File: src/rtl/bt_rx.sv
// bt_rx: 16x-oversampled UART receiver, 8N1 by default or 8E1 when BT_RX_PARITY_EN is defined.
// Each byte is presented with a one-cycle valid strobe; framing and parity faults pulse their own flags.
module bt_rx #(
    parameter int CLK_FREQ = 50_000_000,
    parameter int BAUD     = 9600
) (
    input  logic       clk,
    input  logic       reset,
    input  logic       rx,
    output logic [7:0] data_out,
    output logic       valid,
    output logic       frame_err,
    output logic       parity_err,
    output logic       busy
);

    localparam int DIV = CLK_FREQ / (BAUD * 16);
    localparam int PW  = (DIV > 1) ? $clog2(DIV) : 1;

    typedef enum logic [2:0] {
        S_IDLE,
        S_START,
        S_DATA,
`ifdef BT_RX_PARITY_EN
        S_PARITY,
`endif
        S_STOP,
        S_WAIT_HIGH
    } state_t;

    state_t         state_q, state_d;
    logic           sync1_q, rxs_q;
    logic [PW-1:0]  presc_q, presc_d;
    logic [3:0]     tick_q, tick_d;
    logic [2:0]     bit_q, bit_d;
    logic [7:0]     shift_q, shift_d;
    logic [7:0]     data_q, data_d;
    logic           valid_q, valid_d;
    logic           ferr_q, ferr_d;
    logic           tick;
    logic           parity_bad;
`ifdef BT_RX_PARITY_EN
    logic           par_q, par_d;
    logic           perr_q, perr_d;
`endif

    assign tick = (presc_q == PW'(DIV - 1));

`ifdef BT_RX_PARITY_EN
    // Even parity: data bits plus parity bit must hold an even number of ones.
    assign parity_bad = ^{shift_q, par_q};
`else
    assign parity_bad = 1'b0;
`endif

    // NOTE: every next-state signal gets its default before the case statement, so no path leaves one unassigned and no latch is inferred.
    always_comb begin
        state_d = state_q;
        presc_d = presc_q;
        tick_d  = tick_q;
        bit_d   = bit_q;
        shift_d = shift_q;
        data_d  = data_q;
        valid_d = 1'b0;
        ferr_d  = 1'b0;
`ifdef BT_RX_PARITY_EN
        par_d   = par_q;
        perr_d  = 1'b0;
`endif

        if (state_q != S_IDLE) begin
            presc_d = tick ? '0 : presc_q + 1'b1;
            if (tick) begin
                tick_d = tick_q + 4'd1;
            end
        end

        case (state_q)
            S_IDLE: begin
                presc_d = '0;
                tick_d  = '0;
                bit_d   = '0;
                if (!rxs_q) begin
                    state_d = S_START;
                end
            end
            S_START: begin
                if (tick && tick_q == 4'd7) begin
                    if (rxs_q) begin
                        state_d = S_IDLE;
                    end else begin
                        tick_d  = '0;
                        state_d = S_DATA;
                    end
                end
            end
            S_DATA: begin
                if (tick && tick_q == 4'd15) begin
                    shift_d = {rxs_q, shift_q[7:1]};
                    bit_d   = bit_q + 3'd1;
                    if (bit_q == 3'd7) begin
`ifdef BT_RX_PARITY_EN
                        state_d = S_PARITY;
`else
                        state_d = S_STOP;
`endif
                    end
                end
            end
`ifdef BT_RX_PARITY_EN
            S_PARITY: begin
                if (tick && tick_q == 4'd15) begin
                    par_d   = rxs_q;
                    state_d = S_STOP;
                end
            end
`endif
            S_STOP: begin
                if (tick && tick_q == 4'd15) begin
                    if (!rxs_q) begin
                        ferr_d  = 1'b1;
                        state_d = S_WAIT_HIGH;
                    end else if (parity_bad) begin
`ifdef BT_RX_PARITY_EN
                        perr_d  = 1'b1;
`endif
                        state_d = S_IDLE;
                    end else begin
                        data_d  = shift_q;
                        valid_d = 1'b1;
                        state_d = S_IDLE;
                    end
                end
            end
            S_WAIT_HIGH: begin
                // Line held low past the stop bit: wait for it to recover before hunting a new start.
                presc_d = '0;
                tick_d  = '0;
                if (rxs_q) begin
                    state_d = S_IDLE;
                end
            end
            default: state_d = S_IDLE;
        endcase
    end

    // NOTE: sequential state uses non-blocking assignments so every flop samples pre-edge values regardless of block order.
    always_ff @(posedge clk or negedge reset) begin
        if (!reset) begin
            sync1_q <= 1'b1;
            rxs_q   <= 1'b1;
            state_q <= S_IDLE;
            presc_q <= '0;
            tick_q  <= '0;
            bit_q   <= '0;
            shift_q <= '0;
            data_q  <= '0;
            valid_q <= 1'b0;
            ferr_q  <= 1'b0;
`ifdef BT_RX_PARITY_EN
            par_q   <= 1'b0;
            perr_q  <= 1'b0;
`endif
        end else begin
            sync1_q <= rx;
            rxs_q   <= sync1_q;
            state_q <= state_d;
            presc_q <= presc_d;
            tick_q  <= tick_d;
            bit_q   <= bit_d;
            shift_q <= shift_d;
            data_q  <= data_d;
            valid_q <= valid_d;
            ferr_q  <= ferr_d;
`ifdef BT_RX_PARITY_EN
            par_q   <= par_d;
            perr_q  <= perr_d;
`endif
        end
    end

    assign data_out  = data_q;
    assign valid     = valid_q;
    assign frame_err = ferr_q;
    assign busy      = (state_q != S_IDLE);
`ifdef BT_RX_PARITY_EN
    assign parity_err = perr_q;
`else
    assign parity_err = 1'b0;
`endif

endmodule
File: config.mk
export PLATFORM = sky130hd
export DESIGN_NAME = bt_rx
export DESIGN_NICKNAME = d
export VERILOG_FILES = /design/src/rtl/bt_rx.sv
export SDC_FILE = /design/constraint.sdc
export NUM_CORES = 1
export LEC_CHECK = 0
export ABC_AREA = 1
export CORE_MARGIN = 2
export CORE_UTILIZATION = 50
export CTS_CLUSTER_DIAMETER = 50
export DETAILED_ROUTE_END_ITERATION = 10
export HOLD_SLACK_MARGIN = 0.06
export PLACE_DENSITY = 0.7
export REMOVE_ABC_BUFFERS = 1
export SYNTH_ARGS = -nofsm -noshare
export SYNTH_HDL_FRONTEND = slang
export SYNTH_SLANG_ARGS = --single-unit
File: constraint.sdc
create_clock -name clk -period 2.32 [get_ports clk]
set_clock_uncertainty 0.2 [all_clocks]
set_input_delay 0.232 -clock clk [delete_from_list [all_inputs] [get_ports clk]]
set_output_delay 0.232 -clock clk [all_outputs]
set_load 0.03 [all_outputs]
### Supply network, run 1

Pins as bars on the die edge. Tap cells in gray.
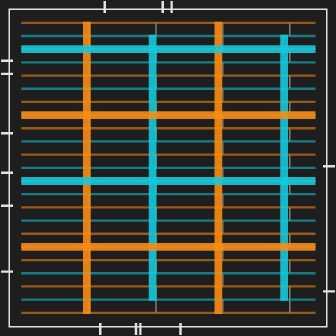
legend:
  VSS:
    color: orange
  VDD:
    color: cyan
rows: 22
met1 rails: 23
Die X-Extent: 65.2 um
Die Y: 65.2 um
core area: 3630 sq um
VDD IR-drop max: 0.486 mV

### Placement by cell class, run 1

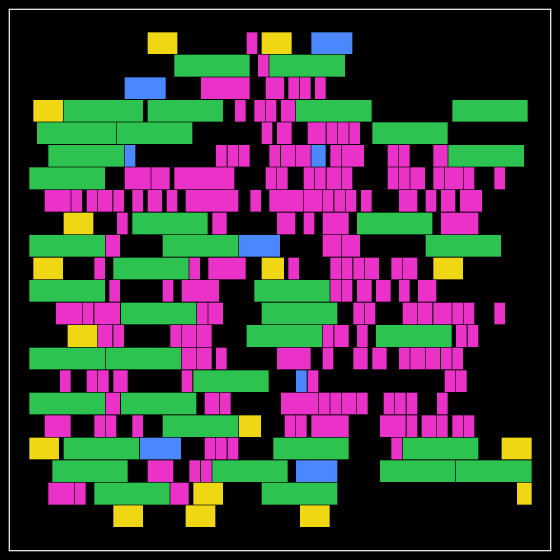
legend:
  registers:
    color: green
    cells: 39
  remaining buffers and delay cells:
    color: yellow
    cells: 16
  clock drivers and dummy loads:
    color: blue
    cells: 8
  remaining logic cells:
    color: magenta
    cells: 170
Final Util: 58.7%
fin area: 2130 sq um
Rows: 22
flop share of the area: 45.8%

### Clock network drawn from the DEF, run 1

The bar under the picture is 20 um long.
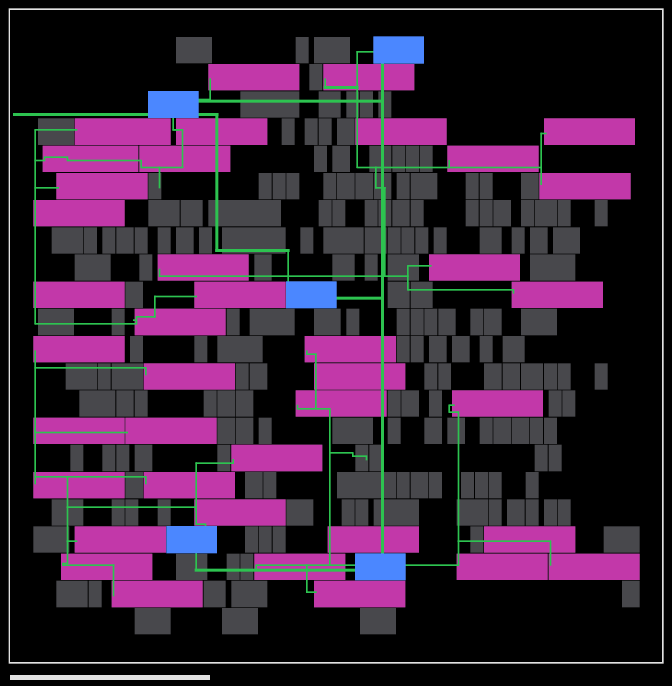
legend:
  clock wires:
    color: green
    length: 500 um
  clock-net drivers:
    color: blue
    count: 5
  flip-flops:
    color: magenta
    count: 39
flops lie: spread over the die
clk_lat worst skew: 0.30 ns
clk pwr: 442 uW

run 1: layout by cell type (no fill, tap or decap), types with 2 or more instances in the layout:
master           netlist  routed
nand4_1                5       5
inv_2                  4       4
a21oi_1                7       7
inv_1                 29      29
clkinv_2               1       2
nand3_1               11      11
clkbuf_8               0       5
nand2_1               49      49
dfstp_2                2       2
clkdlybuf4s50_1        0      12
o21ai_0                3       3
nand2_2                3       3
o21ai_2                7       7
nor2_2                 3       3
nor2_1                19      19
nor3_1                 5       5
ha_1                   5       5
dfrtp_1               37      37
clkbuf_1               0       2
buf_4                  1       2
o21ai_1                7       7
run 1: area by class of cell:
cell class	count	area, sq um
well taps	48	60.1
flip-flops and latches	39	978
multi-input cells	135	732
clock inverters	1	5.00
repair buffers	16	150
clock buffers	7	76.3
fillers	337	1500
inverters	35	133
run 1: power by group:
part           leakage, nW  internal, mW  switching (mW)
Clock               0.0422         0.211           0.231
Sequential           0.523         0.683         0.00149
Combinational        0.512       0.00489          0.0166
run 1: kinds of logic after synthesis:
group / share of synthesized area, %
xor gates and xnor gates: 0.935
DFF: 52.2
buffers and inverters: 8.68
and+or+nand+nor: 26.1
AOI/OAI and AO/OA: 8.55
other: 0.200
adders and majority gates: 3.34
run 1: routing by layer:
metal / global-route usage [%] / part of all wire [%]
met1: 22.4 / 49
met2: 27.4 / 46
met3: 5.82 / 3.6
met4: 7.03 / 2.1
met5: 0 / 0
run 1: stage by stage:
stage | util, % | worst slack, ns | std cells
after floorplan | - | 0.560 | 209
after global placement | 56.2 | 0.448 | 272
after detailed placement | 56.2 | 0.372 | 272
after CTS | 58.7 | 0.242 | 281
after global routing | 58.7 | 0.181 | 281
final | 58.7 | 0.253 | 281
run 1: what timing repair did:
action                                  in CTS  in global routing
buffers inserted                             0                  0
endpoints found under the setup margin       0                  0
hold endpoints to repair                    18                  0
hold buffers                                 1                  0
run 1: critical path, cell delays in order, from the launching register on:
cell and delay [ns]:
dfrtp_1 0.43, nor2_1 0.17, nand2_1 0.13, clkdlybuf4s50_1 0.61
run 1: worst paths after layout:
path | from | endpoint | slack [ns] | cells past startpoint
worst max-delay path | state_q[2]$_DFFE_PN0P_ | busy | 0.25 | 3
worst min-delay path | rx | sync1_q$_DFF_PN1_ | 0.14 | 1
worst max register to register | presc_q[0]$_DFFE_PN0P_ | data_out[3]$_DFFE_PN0P_ | 0.40 | 11
worst min register to register | sync1_q$_DFF_PN1_ | rxs_q$_DFF_PN1_ | 0.16 | 0
max in group asynchronous | reset | sync1_q$_DFF_PN1_ | 1.04 | 3
min in group asynchronous | reset | tick_q[2]$_DFF_PN0_ | 0.20 | 2
run 1: registers in the layout (all words and copies together) (netlist names):
signal     count
presc_q        9
data_out       8
shift_q        8
tick_q         4
bit_q          3
state_q        3
frame_err      1
rxs_q          1
sync1_q        1
valid          1
==> impl_metrics.csv, run 1 <==
group,metric,value,unit
timing,min_period,2.07,ns
timing,drv_slew,0,
yosys,syn-cell-area,1870,sq um
global_route,grt_pass1_wl,5.59,mm
yosys,synth_cells,212,
yosys,top_cell,"nand2_1",
yosys,ys_seq_share,52.2,%
setup_path,cp-start-kind,"flip-flop",
min_path,hp-class,"in -> reg",
yosys,synth-edff-count,0,
place,dpl-instance-area,2040,sq um
timing,finalSetupViolCount,0,
drt,wl,3.16,mm
drt,wl_per_cell,11.3,um
yosys,numSynthFlops,39,
power_and_ir_drop,finalPower,1.15,mW
outcome,status,"complete, no violations",
drt,ant_nets,0,
setup_path,arrival,1.64,ns
global_route,antenna_found_initial,0,
yosys,yosys_most_used_dff,"dfrtp_1",
drt,drtIter0Drc,66,
power_and_ir_drop,cellPowerDensity,538,nW/um^2
floorplan,initCoreUtil,51.5,%
cts,cts_buffers,5,
place,place.gp.congestion,0.827,
timing,fmax,484,MHz
setup_path,cp.required,1.89,ns
cts,clk_pin_slew,0.07,ns
global_route,track_usage,17.5,%
cells_and_area,diodes,0,
drt,drc,0,
cts,cts.sinks,39,
cells_and_area,layout-drive-gt1-share,14.6,%
drt,drt_pass1_iterations,4,
power_and_ir_drop,power_leakage,1.08,nW
cts,cts-root-buf,"clkbuf_8",
yosys,syn_area_per_cell,8.84,sq um
yosys,ys_chip_area,1870,sq um
setup_path,critPathCaptureType,"primary output",
place,io_buffers,13,
timing,hold_ws,0.144,ns
global_route,grt_max_degree,22,
yosys,top_cells_by_area,"dfrtp_1 (49%), nand2_1 (9.8%), inv_1 (5.8%)",
drt,dr_total_vias,1373,
global_route,overflow,0,
cells_and_area,syn_to_final_growth,14.0,%
setup_path,crit_path_max_fanout,4,
flow_run,warnings,26,
yosys,ys_cells,212,
cts,post_cts_resized,0,
place,dp_hpwl,2.35,mm
yosys,synthArstFlopShare,100,%
yosys,top_area_share,49.4,%
timing,min_period_over_period,89.1,%
cts,cts_tree,"yes",
cells_and_area,final_nets,240,
yosys,synth_cell_types,31,
yosys,common_cells,"nand2_1 (49), dfrtp_1 (37), inv_1 (29), nor2_1 (19), nand3_1 (11)",
global_route,grt_pass1_vias,1277,
timing,rsz0062_at_grt,"no",
timing,hold_viol_final,0,
flow_run,cap_violations,0,
floorplan,num_io_pins,15,
cts,cts_max_level,2,
yosys,synth_area_leader_cell,"dfrtp_1",
cts,clock_path_buffers,2,
floorplan,dieArea,4250,sq um
yosys,yosys_warnings,0,
timing,finalSetupTns,0,ns
drt,routed_via_density,4.89,
setup_path,critical_path_class,"reg -> out",
## Run 2: what changed since run 1
--- a/config.mk
+++ b/config.mk
@@ -6,12 +6,14 @@
 export NUM_CORES = 1
 export LEC_CHECK = 0
 export ABC_AREA = 1
+export CELL_PAD_IN_SITES_DETAIL_PLACEMENT = 1
+export CELL_PAD_IN_SITES_GLOBAL_PLACEMENT = 1
 export CORE_MARGIN = 2
-export CORE_UTILIZATION = 50
+export CORE_UTILIZATION = 43
 export CTS_CLUSTER_DIAMETER = 50
 export DETAILED_ROUTE_END_ITERATION = 10
 export HOLD_SLACK_MARGIN = 0.06
-export PLACE_DENSITY = 0.7
+export PLACE_DENSITY_LB_ADDON = 0.1
 export REMOVE_ABC_BUFFERS = 1
 export SYNTH_ARGS = -nofsm -noshare
 export SYNTH_HDL_FRONTEND = slang
### Wiring by layer, run 2

The bar under the picture is 20 um long.
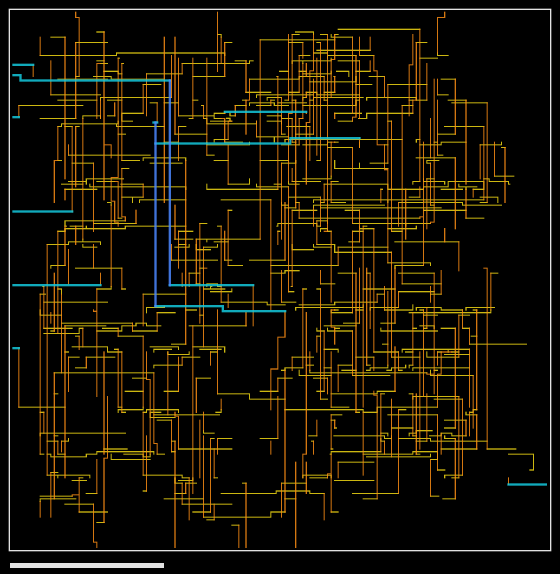
legend:
  M2:
    color: orange
    wire_length: 2,090 um
  M4:
    color: blue
    wire_length: 50.3 um
  M3:
    color: cyan
    wire_length: 115 um
  M1:
    color: yellow
    wire_length: 1,630 um
wire per inst: 13.7 um
GRT Total Usage: 18.2%
DR vias: 1,418

### Placement by cell class, run 2

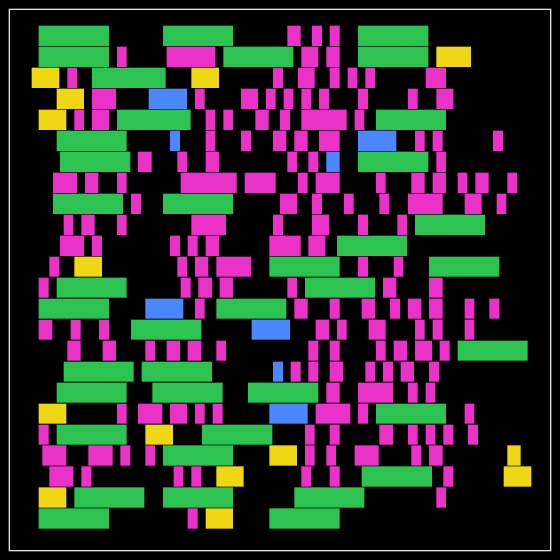
fin area: 2130 sq um
flop share of the area: 46.0%
core area: 4260 sq um
Rows: 24
Final Util: 49.9%

### Routing congestion, run 2

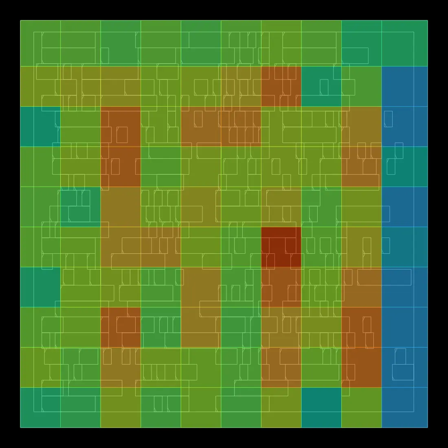
met1 Resource Use GR: 21.0%
GR peak layer: met2
Global Route met3 Usage: 5.05%
met2 usage: 32.2%

==> impl_metrics.csv, run 2 <==
group,metric,value,unit
cells_and_area,layout.cells.non_filler,283,
setup_path,r2r_setup_slack,0.35,ns
cells_and_area,mostFrequentLayoutCell,"nand2_1",
power_and_ir_drop,switching_power,243,uW
cts,clock_path_buffers,2,
yosys,ys_top_logic_family,"simple AND/OR/NAND/NOR gates",
setup_path,arrival,1.94,ns
cts,cts_buffers,5,
yosys,yosys_most_used_dff,"dfrtp_1",
power_and_ir_drop,peakVddDrop,0.331,mV
timing,hold_viol_final,0,
timing,finalSetupTns,0,ns
timing,rsz0062_at_grt,"no",
yosys,numSynthFlops,39,
timing,drv_slew,0,
yosys,ys_cells,212,
power_and_ir_drop,switching_share,21.3,%
place,place.gp.congestion,0.799,
setup_path,r2r_start,"presc_q[0]$_DFFE_PN0P_",
power_and_ir_drop,finalPower,1.14,mW
yosys,top_area_share,49.4,%
cts,cts-root-buf,"clkbuf_8",
cts,cts_max_level,2,
yosys,top_cells_by_area,"dfrtp_1 (49%), nand2_1 (9.8%), inv_1 (5.8%)",
floorplan,num_io_pins,15,
floorplan,initCoreUtil,43.9,%
setup_path,critPathCaptureType,"flip-flop",
global_route,overflow,0,
yosys,ys_sh_aoi,8.55,%
setup_path,critical_path_class,"reg -> reg",
min_path,min_path_cells,1,
yosys,xor_share,0.935,%
setup_path,cp.required,2.29,ns
timing,finalSetupViolCount,0,
drt,top_layer_used,"met4",
cells_and_area,diodes,0,
timing,fmax,508,MHz
cells_and_area,syn_to_final_growth,13.6,%
drt,met1Wirelength,1.63,mm
flow_run,warnings,26,
yosys,synth-edff-count,0,
place,io_buffers,13,
global_route,grt_max_degree,40,
setup_path,crit_path_max_fanout,16,
drt,drtIter0Drc,38,
timing,min_period,1.97,ns
place,dp.cells,274,
place,dp_hpwl,2.97,mm
cells_and_area,top_register,"presc_q",
yosys,synth_area_leader_cell,"dfrtp_1",
yosys,synth_cells,212,
min_path,hp-class,"in -> reg",
cts,cts.sinks,39,
cells_and_area,largest_register_ffs,9,
yosys,top_cell,"nand2_1",
yosys,syn-cell-area,1870,sq um
timing,hold_ws,0.154,ns
drt,drt_pass1_iterations,4,
drt,dr_wl_met3,114,um
floorplan,dieArea,4900,sq um
yosys,ys_seq_share,52.2,%
setup_path,rr_worst_depth,11,
drt,ant_nets,0,
yosys,synth_cell_types,31,
global_route,grt_pass1_wl,6.94,mm
power_and_ir_drop,comb_power_share,1.8,%
global_route,grt_pass1_vias,1530,
cells_and_area,final_nets,238,
cts,cts_setup_buffers,0,
yosys,mux_share,0,%
power_and_ir_drop,clkPwrFrac,38.2,%
min_path,whs_endpoint,"sync1_q$_DFF_PN1_",
cts,cts_tree,"yes",
yosys,yosys_warnings,0,
outcome,status,"complete, no violations",
-- run 2: cell counts after synthesis --
Identical to the previous run, type by type.
-- run 2: logic make-up after synthesis --
logic type	after synthesis
adders and majority gates	5
buffers and inverters	38
DFF	39
and+or+nand+nor	101
AOI/OAI and AO/OA	26
other	1
xor gates and xnor gates	2
-- run 2: what timing repair did --
item / CTS / global route
hold buffers: 1 / 0
setup endpoints to repair: 0 / 1
endpoints found under the hold margin: 37 / 0
gates resized: 0 / 1
-- run 2: per-stage QoR --
step / area [sq um] / worst slack [ns] / util [%]
2_1_floorplan: 1840 / 0.560 / -
3_3_place_gp: 2030 / 0.409 / 47.7
3_5_place_dp: 2030 / 0.329 / 47.7
4_1_cts: 2120 / 0.0309 / 49.8
5_1_grt: 2130 / 0.151 / 49.9
6_report: 2130 / 0.351 / 49.9
-- run 2: layout make-up --
cell class	count	area share (%)
clock buffer	7	3.59
clock inverter	1	0.235
inverter	35	6.24
multi-input combinational	135	34.4
sequential	39	46.0
tap	52	3.06
timing repair buffer	14	6.47
-- run 2: worst max-delay path: stages (launching register included) --
cell,delay (ns)
dfrtp_1,0.42
inv_1,0.07
ha_1,0.14
nand2_1,0.07
nor2_1,0.18
nand2_2,0.09
nor2_4,0.11
nand2_4,0.09
clkinv_2,0.07
nand3_4,0.19
nand2_1,0.15
o21ai_2,0.06
-- run 2: worst max-delay path by stage --
stage,from,to,slack (ns)
2_1_floorplan,presc_q[0]$_DFFE_PN0P_,data_out[2]$_DFFE_PN0P_,0.56
3_3_place_gp,presc_q[0]$_DFFE_PN0P_,data_out[2]$_DFFE_PN0P_,0.41
3_5_place_dp,presc_q[0]$_DFFE_PN0P_,data_out[6]$_DFFE_PN0P_,0.33
4_1_cts,state_q[2]$_DFFE_PN0P_,busy,0.03
5_1_grt,presc_q[0]$_DFFE_PN0P_,data_out[4]$_DFFE_PN0P_,0.15
6_report,presc_q[0]$_DFFE_PN0P_,data_out[6]$_DFFE_PN0P_,0.35
-- run 2: metal layers --
metal	up-vias	track usage (%)
li1	699	-
met1	701	21.0
met2	13	32.2
met4	0	6.41
met3	5	5.05
met5	-	0
-- run 2: power groups by stage --
| stage | Clock (mW) | Sequential, mW | Combinational [mW] |
|---|---|---|---|
| 2_1_floorplan | 0 | 0.697 | 0.00390 |
| 3_3_place_gp | 0 | 0.697 | 0.0201 |
| 3_5_place_dp | 0 | 0.697 | 0.0208 |
| 4_1_cts | 0.458 | 0.684 | 0.0224 |
| 5_1_grt | 0.491 | 0.684 | 0.0239 |
| 6_report | 0.435 | 0.684 | 0.0207 |
## Run 3: what changed since run 2
==> constraint.sdc (replaced) <==
create_clock -name clk -period 2 [get_ports clk]
set_clock_uncertainty 0.2 [all_clocks]
set_input_delay 0.2 -clock clk [delete_from_list [all_inputs] [get_ports clk]]
set_output_delay 0.2 -clock clk [all_outputs]
set_load 0.03 [all_outputs]
### Supply network, run 3

Pins as bars on the die edge. Tap cells in gray.
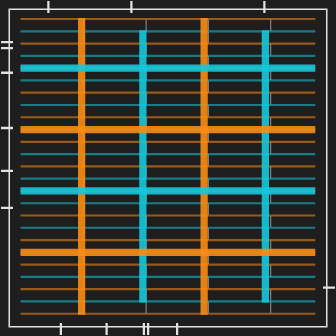
legend:
  VSS:
    color: orange
  VDD:
    color: cyan
signal pins: 15
tap cells: 52
rows: 24
met1 rails: 25
Die Y: 70 um
VDD IR-drop max: 0.383 mV
Die X-Extent: 70 um

### Placement by cell class, run 3

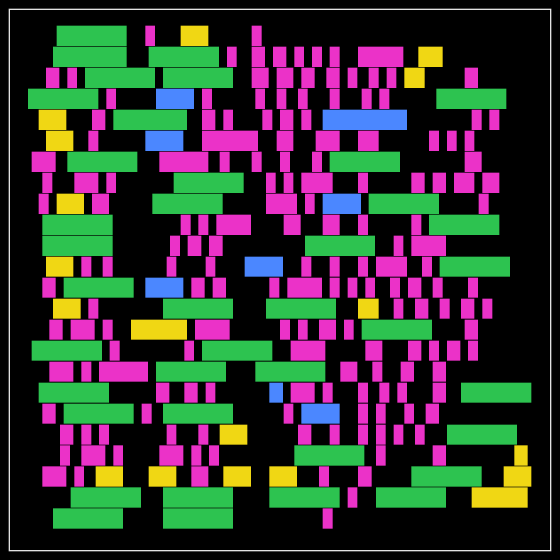
legend:
  remaining buffers and delay cells:
    color: yellow
    cells: 18
  remaining logic cells:
    color: magenta
    cells: 171
  registers:
    color: green
    cells: 39
  clock drivers and dummy loads:
    color: blue
    cells: 8
Final Util: 52.5%
fin area: 2240 sq um

### Routing congestion, run 3

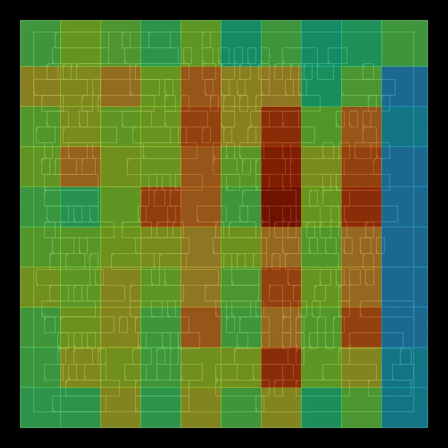
met1 Resource Use GR: 21.9%
Global Route met3 Usage: 4.62%
GRT Total Usage: 19.5%
met2 usage: 35.7%
wire per inst: 14.7 um

==> impl_metrics.csv, run 3 <==
group,metric,value,unit
cells_and_area,final_nets,243,
cts,clock_path_buffers,2,
yosys,synth_cells,212,
place,io_buffers,13,
global_route,antenna_found_initial,0,
timing,finalSetupViolCount,0,
drt,drt_pass1_iterations,4,
drt,drtIter0Drc,55,
setup_path,crit_path_max_fanout,8,
cts,cts_tree,"yes",
timing,rsz0062_at_grt,"no",
global_route,grt_pass1_wl,7.50,mm
yosys,top_area_share,49.4,%
cells_and_area,top_register,"presc_q",
global_route,grt_max_degree,40,
cells_and_area,layout-drive-gt1-share,16.9,%
yosys,numSynthFlops,39,
drt,wl,4.23,mm
cells_and_area,fill_cells,517,
cts,cts.sinks,39,
cts,cts_max_level,2,
power_and_ir_drop,p_int,1.20,mW
yosys,common_cells,"nand2_1 (49), dfrtp_1 (37), inv_1 (29), nor2_1 (19), nand3_1 (11)",
yosys,synthArstFlopShare,100,%
setup_path,cp.required,1.98,ns
place,place.gp.congestion,0.766,
yosys,yosys_most_used_dff,"dfrtp_1",
global_route,overflow,0,
power_and_ir_drop,power_leakage,1.11,nW
setup_path,arrival,1.83,ns
power_and_ir_drop,clkPwrFrac,45.1,%
setup_path,critPathCaptureType,"flip-flop",
setup_path,cp-start-kind,"flip-flop",
timing,min_period_over_period,92.8,%
cells_and_area,layout_top_cells,"nand2_1 (49), dfrtp_1 (37), inv_1 (29), nor2_1 (18)",
power_and_ir_drop,cellPowerDensity,670,nW/um^2
cts,cts-root-buf,"clkbuf_8",
setup_path,critical_path_class,"reg -> reg",
yosys,top_cell,"nand2_1",
place,dp.cells,277,
min_path,hp-class,"in -> reg",
drt,drc,0,
power_and_ir_drop,switching_share,19.8,%
timing,min_period,1.86,ns
yosys,synth-edff-count,0,
timing,drv_slew,0,
drt,ant_nets,0,
yosys,ys_chip_area,1870,sq um
cts,cts_buffers,5,
timing,hold_ws,0.124,ns
cells_and_area,diodes,0,
cts,worstSkewPairLatency,0.29,ns
floorplan,dieArea,4900,sq um
power_and_ir_drop,pwr-share-seq,52.9,%
timing,hold_viol_final,0,
yosys,syn-cell-area,1870,sq um
floorplan,num_io_pins,15,
power_and_ir_drop,finalPower,1.50,mW
yosys,ys_seq_share,52.2,%
yosys,synth_area_leader_cell,"dfrtp_1",
outcome,status,"complete, no violations",
yosys,top_cells_by_area,"dfrtp_1 (49%), nand2_1 (9.8%), inv_1 (5.8%)",
place,dp_hpwl,3.07,mm
cells_and_area,mostFrequentLayoutCell,"nand2_1",
power_and_ir_drop,switching_power,297,uW
timing,timing.final.ws_setup,0.144,ns
cells_and_area,layout.cells.non_filler,288,
power_and_ir_drop,comb_power_share,1.9,%
place,dp_slack,-0.0159,ns
floorplan,placementRows,24,
global_route,grt_pass1_vias,1606,
floorplan,core_area,4260,sq um
yosys,synth_cell_types,31,
yosys,syn_area_per_cell,8.84,sq um
cts,clk_pin_slew,0.07,ns
drt,dr_total_vias,1473,
drt,routed_via_density,5.11,
cells_and_area,largest_register_ffs,9,
yosys,yosys_warnings,0,
cells_and_area,syn_to_final_growth,19.6,%
flow_run,warnings,26,
global_route,grt.busiest_layer,"met2",
yosys,ys_cells,212,
floorplan,initCoreUtil,43.9,%
flow_run,cap_violations,0,
timing,fmax,539,MHz
-- run 3: what timing repair did --
action	in CTS	in global routing
resized	2	2
setup buffers	0	1
hold buffers	1	0
gates cloned	1	0
endpoints found under the hold margin	39	0
setup endpoints to repair	3	15
-- run 3: cells by family after synthesis --
group | synth area share, %
and+or+nand+nor | 26.1
other | 0.200
adders and majority gates | 3.34
AOI/OAI and AO/OA | 8.55
DFF | 52.2
buffers and inverters | 8.68
xor gates and xnor gates | 0.935
-- run 3: worst paths after layout --
| kind | start | end | slack, ns | depth (start not counted) |
|---|---|---|---|---|
| worst min register to register | sync1_q$_DFF_PN1_ | rxs_q$_DFF_PN1_ | 0.16 | 0 |
| worst max-delay path | presc_q[1]$_DFFE_PN0P_ | data_out[5]$_DFFE_PN0P_ | 0.14 | 11 |
| worst max register to register | presc_q[1]$_DFFE_PN0P_ | data_out[5]$_DFFE_PN0P_ | 0.14 | 11 |
| min in group asynchronous | reset | presc_q[7]$_DFFE_PN0P_ | 0.20 | 3 |
| worst min-delay path | rx | sync1_q$_DFF_PN1_ | 0.12 | 1 |
| max in group asynchronous | reset | rxs_q$_DFF_PN1_ | 1.13 | 3 |
-- run 3: layout make-up --
| class | count | area [sq um] | share of cell area [%] |
|---|---|---|---|
| timing repair buffer | 18 | 189 | 8.44 |
| clock inverter | 2 | 35.0 | 1.56 |
| inverter | 35 | 133 | 5.92 |
| sequential | 39 | 978 | 43.7 |
| tap | 52 | 65.1 | 2.91 |
| multi-input combinational | 136 | 757 | 33.8 |
| clock buffer | 6 | 82.6 | 3.69 |
-- run 3: power groups by stage --
stage	clock [mW]	combinational (mW)	sequential, mW
detailed placement	0	0.0288	0.809
floorplan	0	0.00453	0.809
global route	0.739	0.0336	0.795
global placement	0	0.0281	0.809
CTS	0.694	0.0309	0.794
finish	0.677	0.0291	0.794
-- run 3: through the flow --
stage               setup TNS, ns  cell area, sq um
floorplan                       0              1840
finish                          0              2240
detailed placement        -0.0189              2080
CTS                             0              2220
global placement                0              2080
global route                    0              2240
-- run 3: metal layers --
metal	vias up	routed length, um
met3	6	95
li1	711	-
met2	16	2440
met5	-	0
met4	0	58
met1	740	1640
-- run 3: critical path, stage by stage (launching register included) --
cell      delay [ns]
dfrtp_1         0.41
inv_1           0.06
ha_1            0.13
nand2_1         0.08
nor2_2          0.16
nand2_2         0.09
nor2_4          0.11
nand2_4         0.09
clkinv_2        0.10
nand3_4         0.13
nand2_1         0.12
o21ai_2         0.06
Power figures rest on the tool's default switching activity, not on a simulated workload.
